===== config.mk =====
export PLATFORM = sky130hd
export DESIGN_NAME = toggle_event_decoder
export DESIGN_NICKNAME = d
export VERILOG_FILES = /design/src/rtl/tog_dec_pkg.sv /design/src/rtl/tog_sync.sv /design/src/rtl/toggle_event_decoder.sv
export SDC_FILE = /design/constraint.sdc
export NUM_CORES = 1
export LEC_CHECK = 0
export CORE_MARGIN = 4
export CORE_UTILIZATION = 40
export DETAILED_ROUTE_END_ITERATION = 16
export PLACE_DENSITY = 0.74
export SYNTH_ARGS = -nofsm -noshare
export SYNTH_HDL_FRONTEND = slang
export SYNTH_SLANG_ARGS = --single-unit

===== constraint.sdc =====
create_clock -name clk -period 4.2 [get_ports clk]
set_input_delay 0.84 -clock clk [delete_from_list [all_inputs] [get_ports clk]]
set_output_delay 0.84 -clock clk [all_outputs]
set_load 0.1 [all_outputs]

===== src/rtl/tog_dec_pkg.sv =====
// Shared types and helpers for the toggle event decoder.
package tog_dec_pkg;

    typedef enum logic [0:0] {
        PRIME,
        RUN
    } state_e;

    localparam int unsigned SYNC_MIN = 2;

    function automatic int unsigned cnt_max(input int unsigned w);
        return (32'd1 << w) - 32'd1;
    endfunction

endpackage


===== src/rtl/tog_sync.sv =====
// Multi-flop synchroniser for a single asynchronous bit, async reset to 0.
module tog_sync
    import tog_dec_pkg::*;
#(
    parameter int unsigned STAGES = SYNC_MIN
) (
    input  logic clk,
    input  logic rst,
    input  logic d,
    output logic q
);

    logic [STAGES-1:0] chain_q;

    always_ff @(posedge clk or posedge rst) begin
        if (rst) begin
            chain_q <= '0;
        end else begin
            chain_q <= {chain_q[STAGES-2:0], d};
        end
    end

    assign q = chain_q[STAGES-1];

endmodule


===== src/rtl/toggle_event_decoder.sv =====
// Toggle-line event receiver: synchronise, detect level changes, queue events with a
// valid/ready drain. Define TOG_DEC_GLITCH_FILTER_EN to require a 2-cycle stable level.
module toggle_event_decoder
    import tog_dec_pkg::*;
#(
    parameter int unsigned SYNC_STAGES = 2,
    parameter int unsigned CNT_W       = 4
) (
    input  logic             clk,
    input  logic             rst,
    input  logic             tog_in,
    output logic             evt_pulse,
    output logic             evt_valid,
    input  logic             evt_ready,
    output logic [CNT_W-1:0] evt_pending,
    output logic             ovf,
    input  logic             ovf_clr
);

    localparam logic [CNT_W-1:0] CntMax = CNT_W'(cnt_max(CNT_W));

    logic sync_lvl;
    logic cmp_level;

    state_e           state_q, state_d;
    logic [2:0]       prime_cnt_q, prime_cnt_d;
    logic             ref_q, ref_d;
    logic             evt_q, evt_d;
    logic [CNT_W-1:0] cnt_q, cnt_d;
    logic             valid_q, valid_d;
    logic             ovf_q, ovf_d;
    logic             hs;

    tog_sync #(
        .STAGES(SYNC_STAGES)
    ) u_sync (
        .clk(clk),
        .rst(rst),
        .d  (tog_in),
        .q  (sync_lvl)
    );

`ifdef TOG_DEC_GLITCH_FILTER_EN
    localparam int unsigned FiltStages = 1;

    logic sync_d1_q;

    always_ff @(posedge clk or posedge rst) begin
        if (rst) begin
            sync_d1_q <= 1'b0;
        end else begin
            sync_d1_q <= sync_lvl;
        end
    end

    // A level seen for only one cycle keeps the old reference, so it never compares.
    assign cmp_level = (sync_lvl == sync_d1_q) ? sync_lvl : ref_q;
`else
    localparam int unsigned FiltStages = 0;

    assign cmp_level = sync_lvl;
`endif

    // Stay primed until the reset-time zeros have left the synchroniser (and filter), so a
    // line held high through reset is absorbed into the reference instead of firing.
    localparam int unsigned PrimeLast = SYNC_STAGES + FiltStages;

    assign hs = valid_q && evt_ready;

    always_comb begin
        state_d     = state_q;
        prime_cnt_d = prime_cnt_q;
        ref_d       = ref_q;
        evt_d       = 1'b0;
        cnt_d       = cnt_q;
        ovf_d       = ovf_q;

        unique case (state_q)
            PRIME: begin
                ref_d       = cmp_level;
                prime_cnt_d = prime_cnt_q + 3'd1;
                if (prime_cnt_q == 3'(PrimeLast)) begin
                    state_d = RUN;
                end
            end
            RUN: begin
                if (cmp_level != ref_q) begin
                    evt_d = 1'b1;
                    ref_d = cmp_level;
                end
            end
            default: state_d = PRIME;
        endcase

        if (ovf_clr) begin
            ovf_d = 1'b0;
        end

        if (evt_d && !hs) begin
            if (cnt_q == CntMax) begin
                ovf_d = 1'b1;
            end else begin
                cnt_d = cnt_q + 1'b1;
            end
        end else if (!evt_d && hs) begin
            cnt_d = cnt_q - 1'b1;
        end

        valid_d = (cnt_d != '0);
    end

    always_ff @(posedge clk or posedge rst) begin
        if (rst) begin
            state_q     <= PRIME;
            prime_cnt_q <= '0;
            ref_q       <= 1'b0;
            evt_q       <= 1'b0;
            cnt_q       <= '0;
            valid_q     <= 1'b0;
            ovf_q       <= 1'b0;
        end else begin
            state_q     <= state_d;
            prime_cnt_q <= prime_cnt_d;
            ref_q       <= ref_d;
            evt_q       <= evt_d;
            cnt_q       <= cnt_d;
            valid_q     <= valid_d;
            ovf_q       <= ovf_d;
        end
    end

    assign evt_pulse   = evt_q;
    assign evt_valid   = valid_q;
    assign evt_pending = cnt_q;
    assign ovf         = ovf_q;

endmodule


run_1/clock_map.png
(12 px per µm)
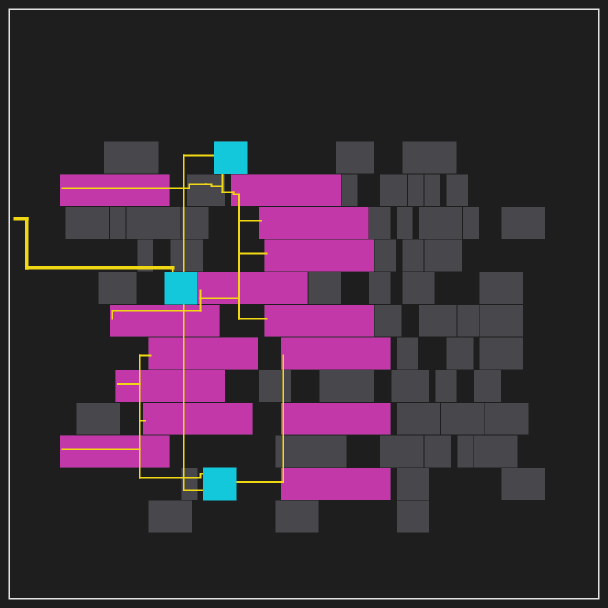
Key: clock wires = yellow [length 142 µm]; flip-flops = magenta [count 14]; cells driving clock nets = cyan [count 3]
There are 4 routed clock nets.

run_1/zoom.png
Region (12, 12) to (37, 37) µm. Cells in gray, sequential cells in the stronger gray; small squares are vias.
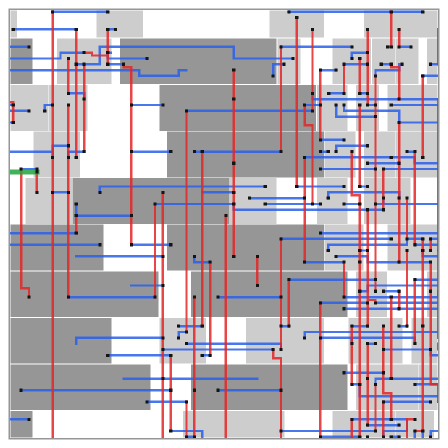
Key: met1 = blue; met3 = green; met2 = red
Netlist names of flops here include evt_pending (4), prime_cnt_q (2). Most frequent: dfrtp_1 (11), inv_1 (3). 42 logic cells have their middle in the window. Sequential cells in the window: 11.

==> flow_summary.yaml, run 1 <==
# physical design summary
grt:
  grt_usage_pct: 10.15
  grt_pass1_vias: 458
  overflow: 0
  grt_max_degree: 15
routing:
  met2WireLength_um: 533
  drt_iter0_drc: 3
  dr.pass1.iters: 2
  routed.top_layer: "met4"
  drcViolationCount: 0
  wl_met1_um: 573
  wl_per_cell_um: 13.15
synthesis:
  async_flop_share_pct: 100.0
  edf_count: 0
  ys_cells: 60
  yosys_register_bits: 14
  avgSynthCellArea_um2: 11.22
  yosys.cell_count.top_type: "dfrtp_1"
  netlist.top_cell.by_area: "dfrtp_1"
  synth_top_area_share_pct: 52.04
  ff_type: "dfrtp_1"
  fp_nets: 69
  ys_seq_share_pct: 52.04
final_timing:
  fin_hold_ws_ps: 355.8
  slew_headroom_pct: 35.66
  worstMarginPinSlew_ps: 962.1
  setup_viol: 0
  slew_violations: 0
  fin_tns_setup_ps: 0
  layout_min_cycle_time_ps: 2753
  hold_viol_final: 0
  fmax_mhz: 363.3
finish:
  synthToLayoutAreaGrowth_pct: 21.56
  nets: 83
  antenna_cells: 0
  fin_area_um2: 818.3
power:
  p_per_area_nw_per_um2: 714.2
  p_sw_share_pct: 52.02
clocking:
  cts-buffers-inserted: 3
  post-cts-setup-buffers: 0
  htreeDepth: 1
  clock-sinks: 14
  clk_pin_slew_ps: 70
  cts-hold-fix-buffers: 0
  cts_root_buffer: "clkbuf_4"
run_status:
  outcome: "finished clean"
setup_path:
  slowest_stage: "clkdlybuf4s50_1"
  worstPathArrival_ps: 1910
  critPathKind: "flop to output port"
  worstSetupEndpointType: "output port"
  slowest_delay_ps: 1180
  crit_chain: "clkdlybuf4s50_1"
  crit_fanout: 8
floorplanning:
  die_area_um2: 2403
  ios: 12
  rows: 14
placement:
  gp_congestion: 0.8315
job:
  warnings: 28
run_1/cell_classes.png
(8 px per µm) Fill, decap, tap and diode cells in gray.
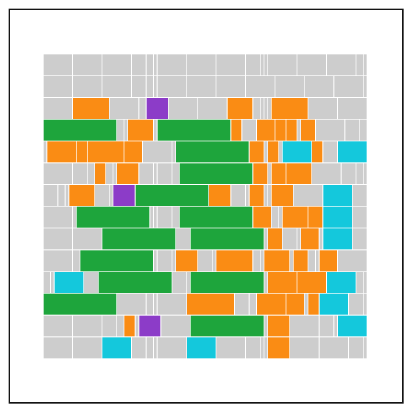
Key: cells driving clock nets = purple [cells 3]; all other logic = orange [cells 44]; flip-flops = green [cells 14]; other buffers and delay cells = cyan [cells 11]

-- run 1: cells by family (layout without fill, tap and decap cells) --
kind of cell               count (synthesis)  after routing  share of synthesized area [%]
AOI/OAI and AO/OA                         15             15                          15.61
DFF                                       14             14                          52.05
and+or+nand+nor                           13             13                          12.08
buffers and inverters                      9             21                          5.020
adders and majority gates                  4              4                          7.435
xor gates and xnor gates                   4              4                          6.321
muxes                                      1              1                          1.487
-- run 1: metrics by stage --
stage	setup slack, ps	power [µW]	instances
after detailed placement	1311	519.1	85
final	1447	584.4	88
after floorplan	1704	441.3	60
after global routing	1384	613.5	88
after CTS	1431	590.4	88
after global placement	1364	514.1	85
-- run 1: per-layer routing --
metal | global-route usage, % | vias up
met3 | 0.9174 | 2
met4 | 6.726 | 0
met2 | 16.74 | 10
met1 | 12.43 | 234
li1 | - | 235
met5 | 0 | -
-- run 1: layout by cell type (no fill, tap or decap), types with 2 or more instances in the layout --
cell type        instances
o211ai_1                 2
a21o_1                   2
a211o_2                  2
dfrtp_1                 14
inv_1                    7
xnor2_1                  3
nand3_1                  3
a21oi_1                  3
o21ai_0                  2
nand2_1                  2
ha_1                     4
nand4_1                  2
o22ai_1                  2
clkdlybuf4s50_1         11
clkbuf_4                 3
-- run 1: flip-flops by register name, summed over array words and instances (netlist names) --
| register | count |
|---|---|
| evt_pending | 4 |
| evt_pulse | 1 |
| evt_valid | 1 |
| ovf | 1 |
| prime_cnt_q | 3 |
| ref_q | 1 |
| state_q | 1 |
| u_sync.chain_q | 2 |
-- run 1: power by group through the flow --
| stage | clock, µW | sequential, µW | combinational [µW] |
|---|---|---|---|
| 2_1_floorplan | 0 | 356 | 85.7 |
| 3_3_place_gp | 0 | 194 | 320 |
| 3_5_place_dp | 0 | 196 | 323 |
| 4_1_cts | 73.8 | 193 | 324 |
| 5_1_grt | 78.5 | 197 | 338 |
| 6_report | 69.1 | 194 | 321 |
-- run 1: path summary, 6_finish.rpt --
| path | from | end | slack (ps) | depth (start not counted) |
|---|---|---|---|---|
| setup / recovery | evt_pending[1] | evt_pending[1] | 1450 | 1 |
| hold / removal | u_sync.chain_q[0] | u_sync.chain_q[1] | 360 | 0 |
| setup reg to reg | ref_q | evt_valid | 2060 | 5 |
| hold reg to reg | u_sync.chain_q[0] | u_sync.chain_q[1] | 360 | 0 |
| max in group asynchronous | rst | evt_pending[2] | 2960 | 2 |
| min in group asynchronous | rst | prime_cnt_q[0] | 900 | 2 |
-- run 1: area by class of cell --
type	instances	area, µm²
Fill cell	136	723.2
Sequential cell	14	350.3
Multi-Input combinational cell	37	289.0
Timing Repair Buffer	11	110.1
Inverter	7	26.28
Clock buffer	3	22.52
Tap cell	16	20.02
run_1/density.png
(6 px per µm) 10 x 10 tiles, from black (low) to pale yellow (high), 0 to 100% covered.
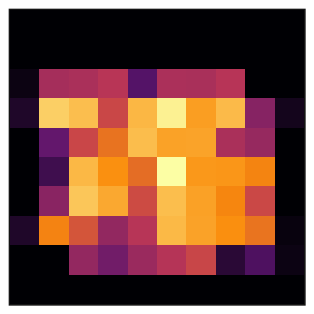

--- run 2 (diff from run 1) ---
--- a/config.mk
+++ b/config.mk
@@ -8,7 +8,7 @@
 export CORE_MARGIN = 4
 export CORE_UTILIZATION = 40
 export DETAILED_ROUTE_END_ITERATION = 16
-export PLACE_DENSITY = 0.74
+export PLACE_DENSITY = 0.77
 export SYNTH_ARGS = -nofsm -noshare
 export SYNTH_HDL_FRONTEND = slang
 export SYNTH_SLANG_ARGS = --single-unit
==> constraint.sdc (replaced) <==
create_clock -name clk -period 2.3 [get_ports clk]
set_input_delay 0.46 -clock clk [delete_from_list [all_inputs] [get_ports clk]]
set_output_delay 0.46 -clock clk [all_outputs]
set_load 0.1 [all_outputs]
run_2/density.png
(6 px per µm) 10 x 10 tiles, from black (low) to pale yellow (high), 0 to 100% covered.
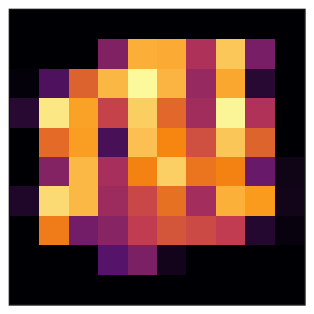
The mean over all tiles is 35%. The emptiest ninth of the die: bottom right. The densest ninth of the die: middle. 20% of the tiles are over 75% full. The fullest tile reaches 99%.

run_2/clock_map.png
(12 px per µm)
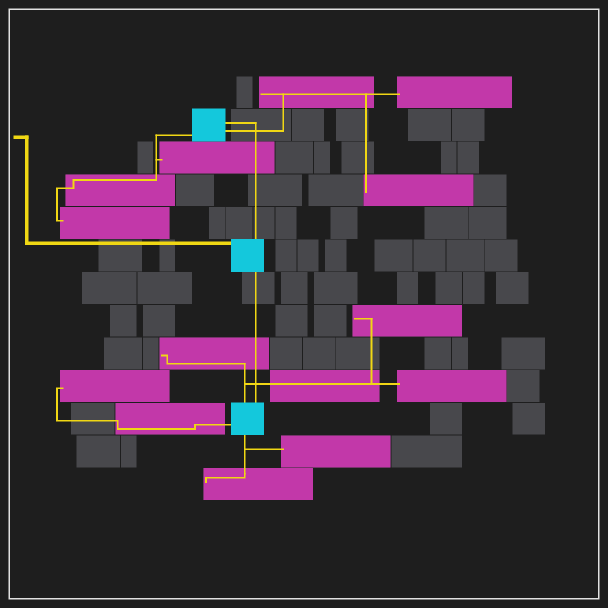
Key: flip-flops = magenta [count 14]; cells driving clock nets = cyan [count 3]; clock wires = yellow [length 171 µm]
There are 4 routed clock nets.

==> flow_summary.yaml, run 2 <==
# physical design summary
run_status:
  outcome: "finished clean"
floorplanning:
  die_area_um2: 2403
  ios: 12
  rows: 14
clocking:
  cts-hold-fix-buffers: 0
  htreeDepth: 1
  cts_root_buffer: "clkbuf_4"
  clock-sinks: 14
  post-cts-setup-buffers: 0
routing:
  drcViolationCount: 0
  drt_iter0_drc: 0
setup_path:
  timing.rr.start: "ref_q"
  crit_start: "evt_ready"
  crit_chain: "clkdlybuf4s50_1, nand2_1, nand3_2, or3b_1, a31o_1, or4_1"
  worstPathArrival_ps: 2190
  path_depth: 6
  rrSetupSlack_ps: 340
  slowest_stage: "or4_1"
grt:
  grt_pass1_vias: 499
  grt_max_degree: 15
synthesis:
  yosys.cell_count.top_type: "dfrtp_1"
  ff_type: "dfrtp_1"
  synth_top_area_share_pct: 52.04
  ys_cells: 60
finish:
  regArea_um2: 354.1
  final_cell_mix: "dfrtp_1 (11), buf_4 (11), inv_1 (7)"
  nFillCells: 150
  antenna_cells: 0
  comb_area_um2: 289.0
  synthToLayoutAreaGrowth_pct: 26.02
  largest_reg_flops: 4
final_timing:
  worstMarginPinSlew_ps: 539.4
  hold_viol_final: 0
  layout_min_cycle_time_ps: 2040
power:
  p_per_area_nw_per_um2: 1309
  p_sw_share_pct: 50.77
placement:
  place_ws_ps: -39.28
min_path:
  worstHoldStart: "u_sync.chain_q[0]"
[run 2: netlist changes by cell type in the layout (fill, tap and decap cells not counted), sizes merged]
cell           change
buf               +11
clkbuf             +1
clkdlybuf4s50      -7
[run 2: cell families (layout without fill, tap and decap cells)]
family | Yosys count | in the layout | synth area share (%)
buffers and inverters | 9 | 26 | 5.020
DFF | 14 | 14 | 52.05
and+or+nand+nor | 13 | 13 | 12.08
adders and majority gates | 4 | 4 | 7.435
AOI/OAI and AO/OA | 15 | 15 | 15.61
xor gates and xnor gates | 4 | 4 | 6.321
muxes | 1 | 1 | 1.487
[run 2: stage by stage]
step           instances  TNS [ps]  power, µW  cell area (µm²)
4_1_cts               93         0       1120            848.3
3_5_place_dp          89    -39.28      945.8            812.0
2_1_floorplan         60         0      810.0            676.9
5_1_grt               93         0       1172            848.3
3_3_place_gp          89    -1.528      938.2            812.0
6_report              93         0       1110            848.3
[run 2: worst min-delay path by stage]
stage,slack (ps),to
6_report,360,u_sync.chain_q[1]
5_1_grt,370,u_sync.chain_q[1]
4_1_cts,360,u_sync.chain_q[1]
3_5_place_dp,340,u_sync.chain_q[1]
3_3_place_gp,330,u_sync.chain_q[1]
2_1_floorplan,330,u_sync.chain_q[1]
[run 2: final cells by class]
type,instances,share of cell area [%]
clock buffer,4,4.277
inverter,7,3.097
multi-input combinational,37,34.07
sequential,14,41.74
tap,16,2.360
timing repair buffer,15,14.45
[run 2: power by group through the flow]
stage                     clock network [µW]  registers (µW)  logic [µW]
after floorplan                            0             654         156
after global placement                     0             359         579
after detailed placement                   0             360         586
after CTS                                179             356         586
after global routing                     189             368         615
final                                    172             357         582
[run 2: worst register-to-register path: stages, from the launching register on]
cell,delay (ps)
dfrtp_1,400
xor2_2,200
nand3_2,100
or3b_1,380
a31o_1,240
or4_1,520
[run 2: layer usage]
layer  vias up  track usage [%]  share of wire (%)
li1        243                -                  -
met1       223            14.26                 51
met2         8            17.61                 45
met3         2            1.835                3.9
met4         0            5.381               0.70
met5         -                0                  0
run_2/cell_classes.png
(8 px per µm) Fill, decap, tap and diode cells in gray.
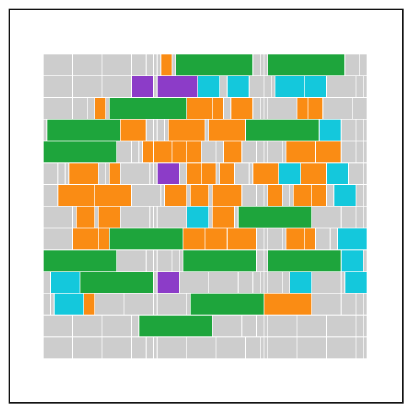

--- run 3 (diff from run 2) ---
--- a/config.mk
+++ b/config.mk
@@ -6,9 +6,9 @@
 export NUM_CORES = 1
 export LEC_CHECK = 0
 export CORE_MARGIN = 4
-export CORE_UTILIZATION = 40
+export CORE_UTILIZATION = 44
 export DETAILED_ROUTE_END_ITERATION = 16
-export PLACE_DENSITY = 0.77
+export PLACE_DENSITY = 0.82
 export SYNTH_ARGS = -nofsm -noshare
 export SYNTH_HDL_FRONTEND = slang
 export SYNTH_SLANG_ARGS = --single-unit
run_3/cell_classes.png
(8 px per µm) Fill, decap, tap and diode cells in gray.
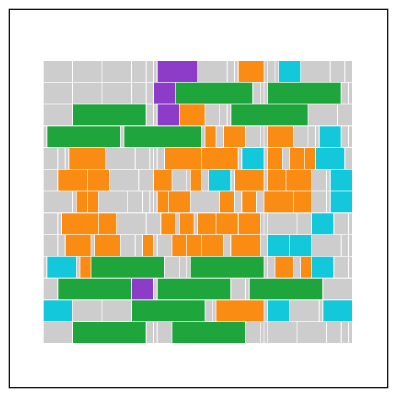
Key: flip-flops = green [cells 14]; all other logic = orange [cells 44]; other buffers and delay cells = cyan [cells 15]; clock drivers and dummy loads = purple [cells 4]

run_3/density.png
(6 px per µm) 9 x 9 tiles, from black (low) to pale yellow (high), 0 to 100% covered.
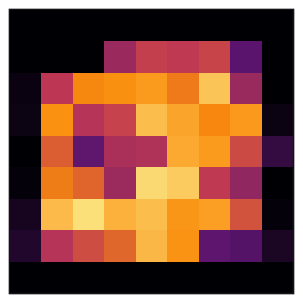
33% of the tiles are nearly empty. The emptiest ninth of the die: top left. 24% of the tiles are over 75% full. The densest ninth of the die: middle. The mean over all tiles is 37%.

==> flow_summary.yaml, run 3 <==
# physical design summary
final_timing:
  layout_min_cycle_time_ps: 2046
  hold_viol_final: 0
  finalWorstSetupSlack_ps: 253.9
  worstMarginPinSlew_ps: 508.5
  fmax_mhz: 488.7
  slew_violations: 0
  setup_viol: 0
  rsz0062_at_grt: "no"
  slew_headroom_pct: 66.06
placement:
  gp_congestion: 0.8912
  place_ws_ps: -39.46
  dp.cells: 88
  place_hpwl_um: 922.4
  placed_cell_area_um2: 810.8
grt:
  grt_max_degree: 15
  overflow: 0
  antenna_found_initial: 0
  grt_pass1_vias: 498
  grt_usage_pct: 12.29
clocking:
  cts-hold-fix-buffers: 0
  clk_pin_slew_ps: 80
  ctsResizeCount: 0
  htreeDepth: 1
  cts-buffers-inserted: 3
  post-cts-setup-buffers: 0
  clock_path_buffers: 2
  cts_root_buffer: "clkbuf_4"
  clock-sinks: 14
setup_path:
  slowest_delay_ps: 510
  crit_fanout: 2
  slowest_stage: "or4_1"
  rrSetupSlack_ps: 350
  worstPathArrival_ps: 2200
  worstSetupEndpointType: "flop"
  timing.rr.start: "ref_q"
  crit_chain: "clkdlybuf4s50_1, nand2_1, nand3_2, or3b_1, a31o_1, or4_1"
  critPathLaunchType: "input port"
  worstPathRequired_ps: 2450
  path_buffers: 1
  critPathKind: "input port to flop"
  reg2reg_to: "evt_valid"
  r2r_cells: 5
synthesis:
  synth_cell_type_count: 24
  yosys_register_bits: 14
  ys_cells: 60
  ys_seq_share_pct: 52.04
  ff_type: "dfrtp_1"
  ys_area_um2: 673.1
  netlist.top_cell.by_area: "dfrtp_1"
  synthTopCellsByCount: "dfrtp_1 (14), inv_1 (7), ha_1 (4)"
  synth.area.top_cells: "dfrtp_1 (52%), ha_1 (7.4%), inv_1 (3.9%)"
  synth_top_area_share_pct: 52.04
  edf_count: 0
  async_flop_share_pct: 100.0
  avgSynthCellArea_um2: 11.22
  fp_nets: 69
  yosys.cell_count.top_type: "dfrtp_1"
run_status:
  outcome: "finished clean"
min_path:
  whs_endpoint: "u_sync.chain_q[1]"
  worstHoldStart: "u_sync.chain_q[0]"
  hold_depth: 0
job:
  warnings: 28
  max-cap-violations: 0
floorplanning:
  initial_core_util_pct: 49.27
  die_area_um2: 2220
  ios: 12
  rows: 13
power:
  power_frac_clock_pct: 15.5
  p_sw_share_pct: 50.94
  pwr-share-comb_pct: 52.1
  p_per_area_nw_per_um2: 1315
  switchingPower_uw: 567.3
  total_power_uw: 1114
finish:
  nFillCells: 122
  antenna_cells: 0
  synthToLayoutAreaGrowth_pct: 25.84
  drive_above_1_share_pct: 31.17
  fin_area_um2: 847.1
  final_cell_mix: "dfrtp_1 (11), buf_4 (11), inv_1 (7)"
  largest_reg_flops: 4
  nets: 87
  instances_no_fill: 92
routing:
  wl_per_cell_um: 12.24
  routed_wl_um: 1126
  dr.pass1.iters: 3
  drcViolationCount: 0
  num_vias: 500
  drt_iter0_drc: 4
==> run 3: worst max path at each step <==
stage / start / end / slack, ps / cells past startpoint
6_report: evt_ready / evt_valid / 250 / 6
3_3_place_gp: evt_ready / evt_valid / 10 / 6
3_5_place_dp: evt_ready / evt_valid / -40 / 6
4_1_cts: evt_ready / evt_valid / 250 / 6
5_1_grt: evt_ready / evt_valid / 220 / 6
2_1_floorplan: evt_pending[2] / evt_valid / 30 / 5
==> run 3: power groups by stage <==
stage | clock [µW] | combinational [µW] | sequential [µW]
finish | 172 | 580 | 361
global route | 192 | 611 | 368
CTS | 176 | 584 | 359
detailed placement | 0 | 584 | 364
global placement | 0 | 578 | 361
floorplan | 0 | 156 | 654
==> run 3: layer usage <==
metal  track usage (%)  wire length (µm)  up-vias
met3             2.299                76        2
met5                 0                 0        -
met1             13.64               505      243
met2             21.95               522       13
li1                  -                 -      242
met4             6.630                21        0
==> run 3: worst register-to-register path: cells and delay by family, from the launching register on <==
family          cells  cell delay (ps)
flops               1              400
simple gates        3              990
compound gates      1              230
xor+xnor            1              200
==> run 3: cells by family (layout without fill, tap and decap cells) <==
kind of cell               Yosys count  count (layout)  synth area share, %
buffers and inverters                9              26                5.020
AOI/OAI and AO/OA                   15              15                15.61
and+or+nand+nor                     13              13                12.08
xor gates and xnor gates             4               4                6.321
adders and majority gates            4               4                7.435
DFF                                 14              14                52.05
muxes                                1               1                1.487
==> run 3: final cells by class <==
| cell class | instances | area (µm²) | share of cell area [%] |
|---|---|---|---|
| Timing Repair Buffer | 15 | 122.6 | 14.48 |
| Clock buffer | 4 | 36.28 | 4.284 |
| Multi-Input combinational cell | 37 | 289.0 | 34.12 |
| Tap cell | 15 | 18.77 | 2.216 |
| Inverter | 7 | 26.28 | 3.102 |
| Sequential cell | 14 | 354.1 | 41.80 |
==> run 3: stage by stage <==
stage | hold slack (ps) | utilization (%) | setup TNS (ps)
2_1_floorplan | 331.2 | - | 0
3_3_place_gp | 332.1 | 59.34 | 0
3_5_place_dp | 335.6 | 59.34 | -39.46
4_1_cts | 354.3 | 62.00 | 0
5_1_grt | 372.0 | 62.00 | 0
6_report | 351.6 | 62.00 | 0
Power and IR drop assume default switching activity.
